`config.mk`:
```
export PLATFORM = sky130hd
export DESIGN_NAME = clk_rst_ctrl
export DESIGN_NICKNAME = d
export VERILOG_FILES = /design/src/rtl/clk_rst_pkg.sv /design/src/rtl/clk_rst_ctrl_btn_debounce.sv /design/src/rtl/clk_rst_ctrl.sv
export SDC_FILE = /design/constraint.sdc
export NUM_CORES = 1
export LEC_CHECK = 0
export CORE_MARGIN = 8
export CORE_UTILIZATION = 45
export CTS_CLUSTER_SIZE = 12
export DETAILED_ROUTE_END_ITERATION = 10
export PLACE_DENSITY = 0.68
export SLEW_MARGIN = 20
export SYNTH_ARGS = -nofsm -noshare
export SYNTH_HDL_FRONTEND = slang
export SYNTH_SLANG_ARGS = --single-unit
```
`constraint.sdc`:
```
create_clock -name clk_i -period 2.5 [get_ports clk_i]
set_clock_uncertainty 0.05 [all_clocks]
set_input_delay 0.5 -clock clk_i [delete_from_list [all_inputs] [get_ports clk_i]]
set_output_delay 0.5 -clock clk_i [all_outputs]
set_load 0.01 [all_outputs]
```
`src/rtl/clk_rst_pkg.sv`:
```
// Shared types and default parameter values for the clock/reset controller.
package clk_rst_pkg;

  typedef enum logic [1:0] {
    S_HOLD    = 2'd0,
    S_STRETCH = 2'd1,
    S_RUN     = 2'd2
  } state_t;

  localparam int DEF_DIV_WIDTH       = 8;
  localparam int DEF_SYNC_STAGES     = 2;
  localparam int DEF_STRETCH_CYCLES  = 16;
  localparam int DEF_DEBOUNCE_CYCLES = 50000;

endpackage

```
`src/rtl/clk_rst_ctrl_btn_debounce.sv`:
```
// Step-button conditioner: 2-flop synchronizer, stability counter,
// debounced level (idle high) and a one-cycle press pulse on 1->0.
module btn_debounce
  import clk_rst_pkg::*;
#(
  parameter int DEBOUNCE_CYCLES = DEF_DEBOUNCE_CYCLES
) (
  input  logic clk_i,
  input  logic rst_i,
  input  logic btn_ni,
  output logic level_o,
  output logic press_o
);

  localparam int CW = $clog2(DEBOUNCE_CYCLES);
  localparam logic [CW-1:0] CNT_LAST = CW'(DEBOUNCE_CYCLES - 1);

  logic [1:0]    r_sync;
  logic          r_level;
  logic          r_press;
  logic [CW-1:0] r_cnt;
  logic          w_sync;
  logic          w_diff;
  logic          w_accept;

  assign w_sync   = r_sync[1];
  assign w_diff   = (w_sync != r_level);
  // The new level is taken on its DEBOUNCE_CYCLES-th consecutive sample.
  assign w_accept = w_diff && (r_cnt == CNT_LAST);

  always_ff @(posedge clk_i or posedge rst_i) begin
    if (rst_i) begin
      r_sync  <= 2'b11;
      r_level <= 1'b1;
      r_press <= 1'b0;
      r_cnt   <= '0;
    end else begin
      r_sync  <= {r_sync[0], btn_ni};
      r_press <= w_accept && !w_sync;
      if (w_accept) begin
        r_level <= w_sync;
        r_cnt   <= '0;
      end else if (w_diff) begin
        r_cnt <= r_cnt + 1'b1;
      end else begin
        r_cnt <= '0;
      end
    end
  end

  assign level_o = r_level;
  assign press_o = r_press;

endmodule

```
`src/rtl/clk_rst_ctrl.sv`:
```
// Core clock-enable and reset sequencer: reset synchronizer, hold/stretch/run
// FSM, programmable tick divider and a debounced single-step mode.
module clk_rst_ctrl
  import clk_rst_pkg::*;
#(
  parameter int DIV_WIDTH       = DEF_DIV_WIDTH,
  parameter int SYNC_STAGES     = DEF_SYNC_STAGES,
  parameter int STRETCH_CYCLES  = DEF_STRETCH_CYCLES,
  parameter int DEBOUNCE_CYCLES = DEF_DEBOUNCE_CYCLES
) (
  input  logic                 clk_i,
  input  logic                 rst_i,
  input  logic [DIV_WIDTH-1:0] div_sel_i,
  input  logic                 mode_i,
  input  logic                 step_btn_ni,
  input  logic                 soft_rst_i,
  output logic                 tick_o,
  output logic                 core_rst_no,
  output logic [1:0]           state_o
);

  localparam int SCW = (STRETCH_CYCLES > 1) ? $clog2(STRETCH_CYCLES) : 1;
  localparam logic [SCW-1:0] STRETCH_LAST = SCW'(STRETCH_CYCLES - 1);

  state_t                 r_state;
  state_t                 w_state_next;
  logic [SYNC_STAGES-1:0] r_rst_sync;
  logic [1:0]             r_soft_sync;
  logic                   r_soft_prev;
  logic [SCW-1:0]         r_stretch_cnt;
  logic [SCW-1:0]         w_stretch_next;
  logic                   r_core_rst_n;
  logic                   r_mode_prev;
  logic [DIV_WIDTH-1:0]   r_div_cnt;
  logic [DIV_WIDTH-1:0]   r_div_n;
  logic [DIV_WIDTH-1:0]   w_div_cnt_next;
  logic [DIV_WIDTH-1:0]   w_div_n_next;
  logic                   r_tick;
  logic                   w_tick_next;
  logic                   w_rst_s;
  logic                   w_soft_rise;
  logic                   w_mode_chg;
  logic                   w_btn_level;
  logic                   w_btn_press;
  logic                   w_step;

  btn_debounce #(
    .DEBOUNCE_CYCLES(DEBOUNCE_CYCLES)
  ) u_btn (
    .clk_i  (clk_i),
    .rst_i  (rst_i),
    .btn_ni (step_btn_ni),
    .level_o(w_btn_level),
    .press_o(w_btn_press)
  );

  assign w_rst_s     = r_rst_sync[SYNC_STAGES-1];
  assign w_soft_rise = r_soft_sync[1] && !r_soft_prev;
  assign w_mode_chg  = (mode_i != r_mode_prev);
  assign w_step      = w_btn_press && !w_btn_level;

  always_comb begin
    w_state_next   = r_state;
    w_stretch_next = r_stretch_cnt;
    case (r_state)
      S_HOLD: begin
        if (!w_rst_s) begin
          w_state_next   = S_STRETCH;
          w_stretch_next = '0;
        end
      end
      S_STRETCH: begin
        if (w_soft_rise) begin
          w_stretch_next = '0;
        end else if (r_stretch_cnt == STRETCH_LAST) begin
          w_state_next = S_RUN;
        end else begin
          w_stretch_next = r_stretch_cnt + 1'b1;
        end
      end
      S_RUN: begin
        if (w_soft_rise) begin
          w_state_next   = S_STRETCH;
          w_stretch_next = '0;
        end
      end
      default: begin
        w_state_next   = S_HOLD;
        w_stretch_next = '0;
      end
    endcase
  end

  // Divider and tick: the divider is held clear outside STRETCH/RUN and on
  // any mode switch; N is only re-sampled when the count restarts.
  always_comb begin
    w_tick_next    = 1'b0;
    w_div_cnt_next = r_div_cnt;
    w_div_n_next   = r_div_n;
    if ((r_state != S_STRETCH) && (r_state != S_RUN)) begin
      w_div_cnt_next = '0;
      w_div_n_next   = div_sel_i;
    end else if (w_mode_chg) begin
      w_div_cnt_next = '0;
      w_div_n_next   = div_sel_i;
    end else if (!mode_i) begin
      if (r_div_cnt == r_div_n) begin
        w_div_cnt_next = '0;
        w_div_n_next   = div_sel_i;
        w_tick_next    = 1'b1;
      end else begin
        w_div_cnt_next = r_div_cnt + 1'b1;
      end
    end else begin
      w_div_cnt_next = '0;
      if (r_state == S_STRETCH) begin
        w_tick_next = 1'b1;
      end else begin
        w_tick_next = w_step && !w_soft_rise;
      end
    end
  end

  always_ff @(posedge clk_i or posedge rst_i) begin
    if (rst_i) begin
      r_rst_sync    <= '1;
      r_soft_sync   <= 2'b00;
      r_soft_prev   <= 1'b0;
      r_state       <= S_HOLD;
      r_stretch_cnt <= '0;
      r_core_rst_n  <= 1'b0;
      r_mode_prev   <= 1'b0;
      r_div_cnt     <= '0;
      r_div_n       <= '0;
      r_tick        <= 1'b0;
    end else begin
      r_rst_sync    <= {r_rst_sync[SYNC_STAGES-2:0], 1'b0};
      r_soft_sync   <= {r_soft_sync[0], soft_rst_i};
      r_soft_prev   <= r_soft_sync[1];
      r_state       <= w_state_next;
      r_stretch_cnt <= w_stretch_next;
      r_core_rst_n  <= (w_state_next == S_RUN);
      r_mode_prev   <= mode_i;
      r_div_cnt     <= w_div_cnt_next;
      r_div_n       <= w_div_n_next;
      r_tick        <= w_tick_next;
    end
  end

  assign tick_o      = r_tick;
  assign core_rst_no = r_core_rst_n;
  assign state_o     = r_state;

endmodule

```
run_1/drive_strength.png
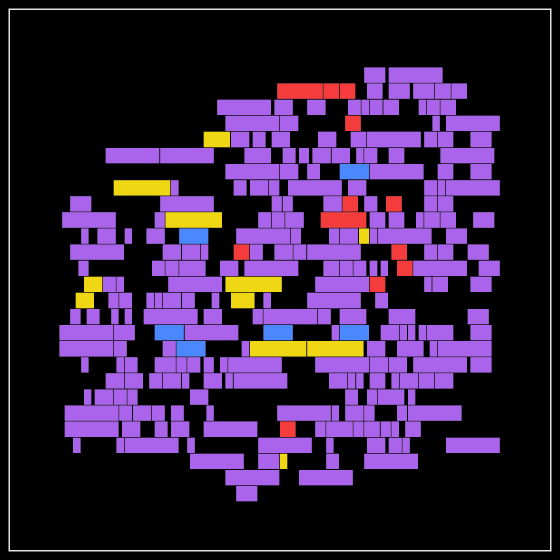
Key: drive 3 to 4 = red [cells 12]; drive 1 or less = purple [cells 237]; drive 2 = yellow [cells 11]; drive 6 and up = blue [cells 6]

run_1/met2.png
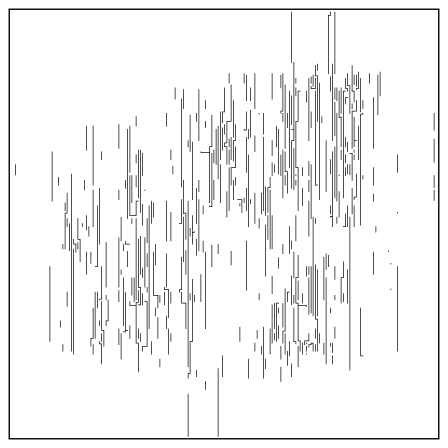
236 nets have wire on it. The layer carries 2290 um of wire. The longest straight run is 37.7 um. The layer holds 46% of the routed length.
WL final: 4.96 mm
Vias: 1869

run_1/density.png
Bar = 20 um. The die is cut into 9 by 9 equal tiles; dark blue is low, red is high, 0 to 100% covered.
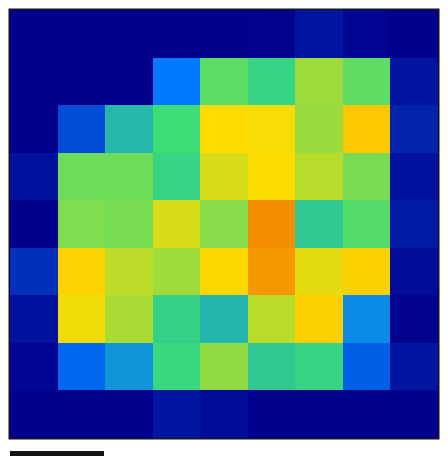
The mean over all tiles is 34%. The densest ninth of the die: middle. 27% of the tiles are nearly empty. The emptiest ninth of the die: top left. The fullest tile reaches 84%. 9.9% of the tiles are over 75% full.
core area: 5470 um^2
floorplan core density: 46.5%
fin util: 53.1%

==> Changelog: implementation, run 1 <==
## Implementation

* Setup Crit Path Kind: flop to flop
* Post-synth seq share at approximately half
* Setup_tns at 0 ps
* Worst-path cell chain: ha_1 > and3_1 > nand4_1 > nand2_1 > nor2_1
* Syn nets at between 200 and 300
* Seq group at 0.00102 W
* Area Growth Syn to Fin at 14.0%
* MUX area fraction at less than 1%
* Metal2 WL at approximately 2.3 mm
* Total of max-cap violations at 0
* Register area at around 1300 um^2
* Aoi share at between 10 and 15%
* Tool warnings at 29
* Post-route setup slack at between 500 and 600 ps
* Worst setup endpoint: u_btn.r_cnt[3]$_DFF_PP0_
* Share of layout cells above drive strength 1 at about 11%
* Post-synthesis cell count from yosys at between 200 and 250
* Placed Instances at roughly 330
* Cts hold-fix bufs at 0
* Vias/cell at approximately 5.5
* Area leader, netlist: dfrtp_1
* Met2 Track Usage GR at between 20 and 25%
* Final non-filler cell total at 338
* Pwr/cell area at roughly 710 nW/um^2
* R2r worst-path depth at 5
* Synth logic family: simple AND/OR/NAND/NOR gates
* DRT met1 WL at approximately 2.4 mm
* Post-Synth Adder-Cell Area at under 10%
* Worst r2r dst: u_btn.r_cnt[3]$_DFF_PP0_
* Final hold vios at 0
* Hold path depth at 0
* Hold Startpoint: r_rst_sync[0]$_DFF_PP1_
* Outcome: finished, final reports clean
* Yosys xor share at under 10%
* Metal3 WL at between 200 and 250 um
* GP Congestion at 0.791
* Fin area at a little under 3000 um^2
* CTS clock-pin slew for the worst setup and hold paths at around 90 ps
* Pwr Total at about 0.0021 W
* Net Switching at about 0.00068 W
* Clock Power at between 0.0004 and 0.0005 W
* Worst path slowest cell: nand2_1
* RSZ-0062 raised after global routing: no
* Maximum VDD drop at 0.387 mV
* Post-layout period usage at between 70% and 80%
* Yosys top cell area share at around 44%
* Pwr top: registers
* H-tree depth at 2
-- run 1: final cells by class --
cell class | instances | share of cell area, %
Timing Repair Buffer | 26 | 8.10
Clock buffer | 7 | 2.97
Tap cell | 72 | 3.10
Inverter | 10 | 1.29
Multi-Input combinational cell | 172 | 41.1
Sequential cell | 50 | 43.3
Clock inverter | 1 | 0.172
-- run 1: sequential cells by signal, summed over array words and instances, names as in the netlist --
register	flops
r_soft_prev	1
r_mode_prev	1
r_stretch_cnt	4
core_rst_no	1
tick_o	1
u_btn.level_o	1
state_o	2
u_btn.press_o	1
u_btn.r_sync	2
u_btn.r_cnt	16
r_div_n	8
r_div_cnt	8
r_soft_sync	2
r_rst_sync	2
run_1/met1.png
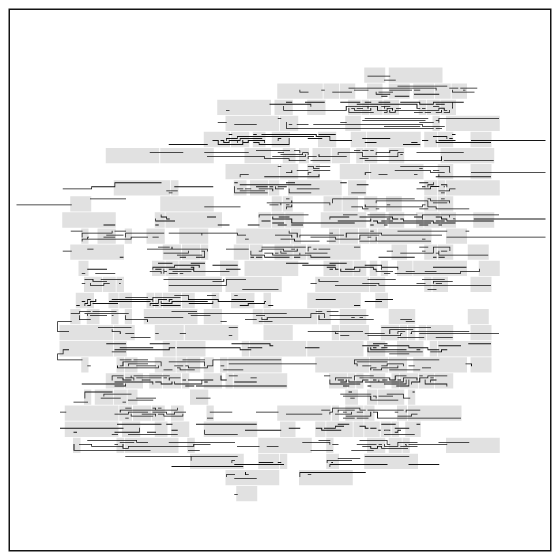

--- run 2 (diff from run 1) ---
- PLACE_DENSITY: 0.68 -> 0.7
- clock period: 2.5 -> 1.6 ns (I/O delays scaled with it)
run_2/met1.png
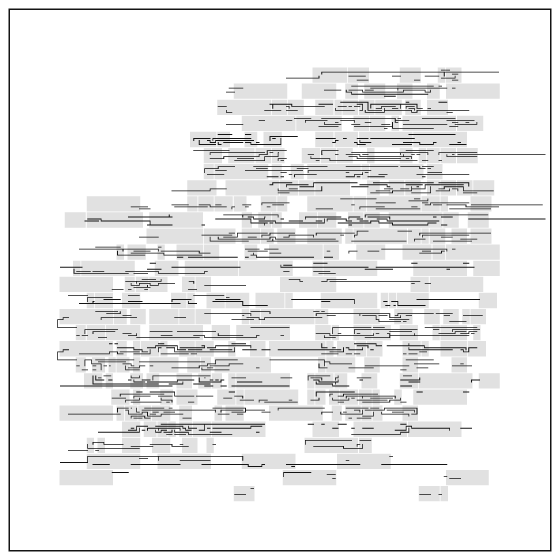
The longest straight run is 29.9 um. The layer holds 49% of the routed length. The wires run mostly horizontal. The layer carries 2510 um of wire. 274 nets have wire on it.
WL final: 5.15 mm
Vias: 1963

run_2/drive_strength.png
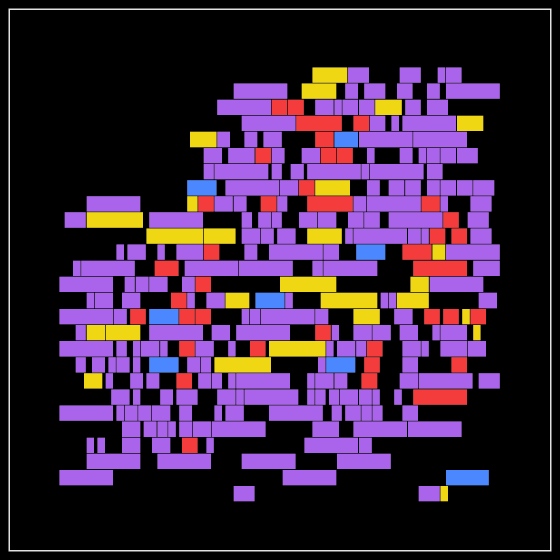
Key: drive 3 to 4 = red [cells 38]; drive 1 or less = purple [cells 216]; drive 6 and up = blue [cells 8]; drive 2 = yellow [cells 26]
fin area: 3200 um^2
Area Growth Syn to Fin: 25.4%
bufs w/o clock: 48
post-route setup slack: 67.9 ps

==> Changelog: implementation, run 2 <==
## Implementation

* Outcome: finished, final reports clean
* Largest regs: u_btn.r_cnt: 16 flops, r_div_cnt: 8 flops, r_div_n: 8 flops
* Worst-path cell chain: xor2_1 > nor4_4 > and2_4 > buf_4 > nor4_1
* MUX area fraction at 0.442% (unchanged)
* Yosys top cell area share at 44.2% (unchanged)
* Final hold vios at 0 (unchanged)
* Hold path depth at 0 (unchanged)
* Total of max-cap violations at 0 (unchanged)
* Pwr/cell area at 1080 nW/um^2 (+52%)
* Floorplan core density at 46.5% (unchanged)
* Largest Register: u_btn.r_cnt
* DRT met1 WL at 2.51 mm (+5.0%)
* Net Switching at 0.00115 W (+68%)
* H-tree depth at 2 (unchanged)
* Max reg flops at 16 (unchanged)
* Worst r2r dst: r_div_cnt[3]$_DFF_PP0_
* Area leader, netlist: dfrtp_1
* Pwr Total at 0.00347 W (+67%)
* Core area at 5470 um^2 (unchanged)
* Hold Startpoint: r_rst_sync[0]$_DFF_PP1_
* Share of layout cells above drive strength 1 at 25.0% (+14 points)
* Met2 Track Usage GR at 20.3% (+0.12 points)
* Syn nets at 265 (unchanged)
* RSZ-0062 raised after global routing: yes
* Metal2 WL at 2.37 mm (+3.4%)
* R2r worst-path depth at 5 (unchanged)
* Post-synthesis cell count from yosys at 244 (unchanged)
* Placed Instances at 349 (+5.8%)
-- run 2: cell type report --
type                            instances  area [um^2]  area share, %
Tap cell                               72         90.1           2.82
Inverter                               10         37.5           1.17
Timing Repair Buffer                   48          417           13.0
Clock inverter                          1         5.00          0.157
Multi-Input combinational cell        172         1300           40.7
Sequential cell                        50         1260           39.4
Clock buffer                            7         86.3           2.70
-- run 2: power by group through the flow --
stage / clock, W / combinational (W) / sequential [W]
floorplan: 0 / 0.000652 / 0.00157
global placement: 0 / 0.000980 / 0.00159
detailed placement: 0 / 0.00101 / 0.00160
CTS: 0.000780 / 0.00100 / 0.00158
global route: 0.000831 / 0.00123 / 0.00163
finish: 0.000752 / 0.00111 / 0.00160
run_2/final_congestion.png
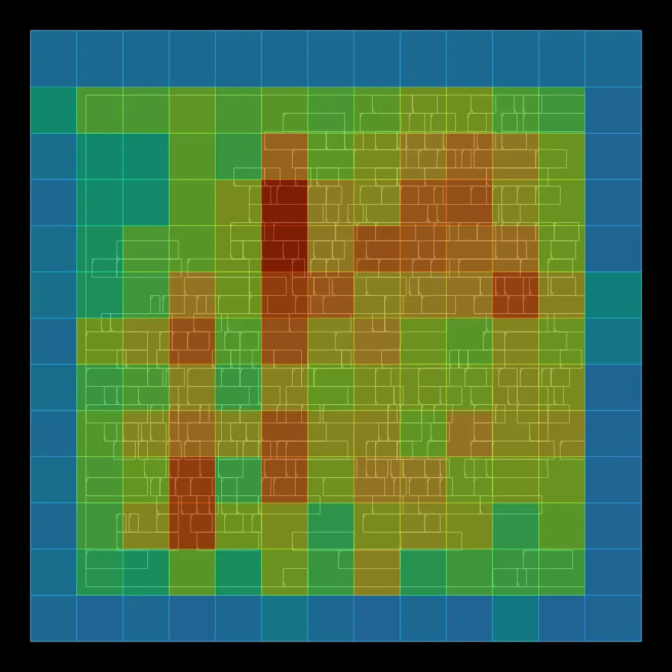

--- run 3 (diff from run 2) ---
- CELL_PAD_IN_SITES_DETAIL_PLACEMENT: unset -> 0
- CELL_PAD_IN_SITES_GLOBAL_PLACEMENT: unset -> 1
- CORE_UTILIZATION: 45 -> 42
- CTS_CLUSTER_DIAMETER: unset -> 80
- PLACE_DENSITY: 0.7 -> 0.79
run_3/final_congestion.png
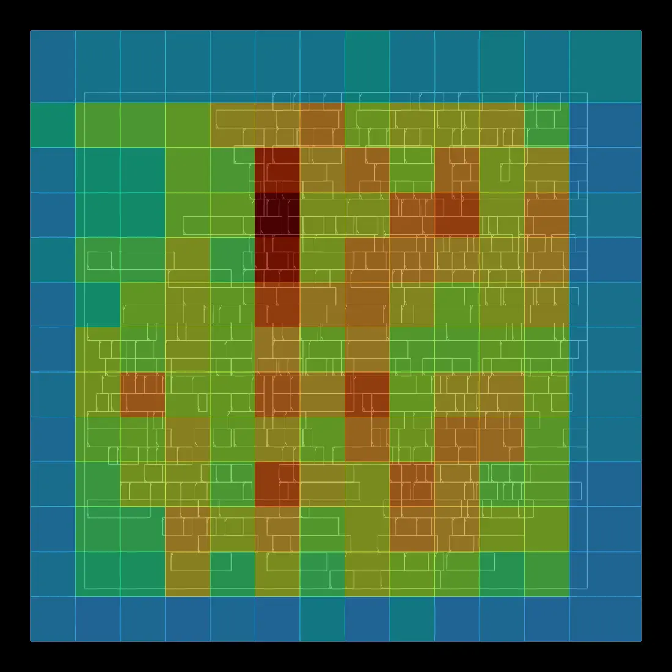
fin util: 56.6%
met1 Track Usage GR: 18.0%
Tot GR Track Use: 12.7%
GRT busiest layer: met2
met3 Track Usage GR: 3.36%

run_3/met2.png
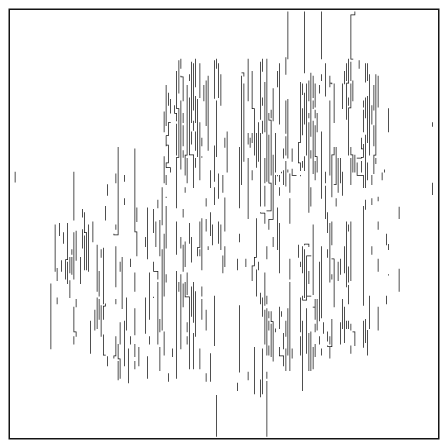
WL final: 5.56 mm
Vias: 1998

==> Changelog: implementation, run 3 <==
## Implementation

* Core area at 5890 um^2 (+7.5%)
* Well tap count at 75 (+4.2%)
* Combinational share of cell area at 39.9% (-0.79 points)
* Share of layout cells above drive strength 1 at 29.4% (+4.4 points)
* Logic power comb at 0.00118 W (+6%)
* Largest Register: u_btn.r_cnt
* Net Switching at 0.00119 W (+3.7%)
* Largest regs: u_btn.r_cnt: 16 flops, r_div_cnt: 8 flops, r_div_n: 8 flops
* Inverter count at 10 (unchanged)
* Met2 Track Usage GR at 18.2% (-2.1 points)
* CLK BUF at 7 (unchanged)
* MUX area fraction at 0.442% (unchanged)
* Worst r2r dst: r_div_n[7]$_DFFE_PP0P_
* Placed Instances at 357 (+2.3%)
* Syn nets at 265 (unchanged)
* Pwr/cell area at 1100 nW/um^2 (+1.5%)
* Post-synthesis cell count from yosys at 244 (unchanged)
* Max reg flops at 16 (unchanged)
* Final non-clock buffer share at 15.0% (+2.0 points)
* Seq group at 0.00161 W (about the same)
* Total of max-cap violations at 0 (unchanged)
* Pwr Total at 0.00367 W (+5.8%)
* RSZ-0062 raised after global routing: yes
* Floorplan core density at 43.3% (-3.3 points)
* Num sequential at 50 (unchanged)
* Sequential share of cell area at 37.9% (-1.5 points)
* Outcome: finished, final reports clean
* Yosys top cell area share at 44.2% (unchanged)
* Clock Power at 0.000888 W (+18%)
* Logic area at 1330 um^2 (+2.2%)
* Area Growth Syn to Fin at 30.7%
* Register area at 1260 um^2 (+0.30%)
* Multi-Input Combinational at 172 (unchanged)
* Area leader, netlist: dfrtp_1
* Worst-path cell chain: clkdlybuf4s50_1
-- run 3: worst min-delay path by stage --
stage	startpoint	end	slack (ps)	depth (start not counted)
2_1_floorplan	step_btn_ni	u_btn.r_sync[0]$_DFF_PP1_	270	0
5_1_grt	u_btn.r_sync[0]$_DFF_PP1_	u_btn.r_sync[1]$_DFF_PP1_	310	0
3_3_place_gp	r_soft_sync[0]$_DFF_PP0_	r_soft_sync[1]$_DFF_PP0_	280	0
6_report	rst_i	r_soft_sync[0]$_DFF_PP0_	310	3
4_1_cts	u_btn.r_sync[0]$_DFF_PP1_	u_btn.r_sync[1]$_DFF_PP1_	310	0
3_5_place_dp	r_soft_sync[0]$_DFF_PP0_	r_soft_sync[1]$_DFF_PP0_	290	0
Power and IR drop assume default switching activity.
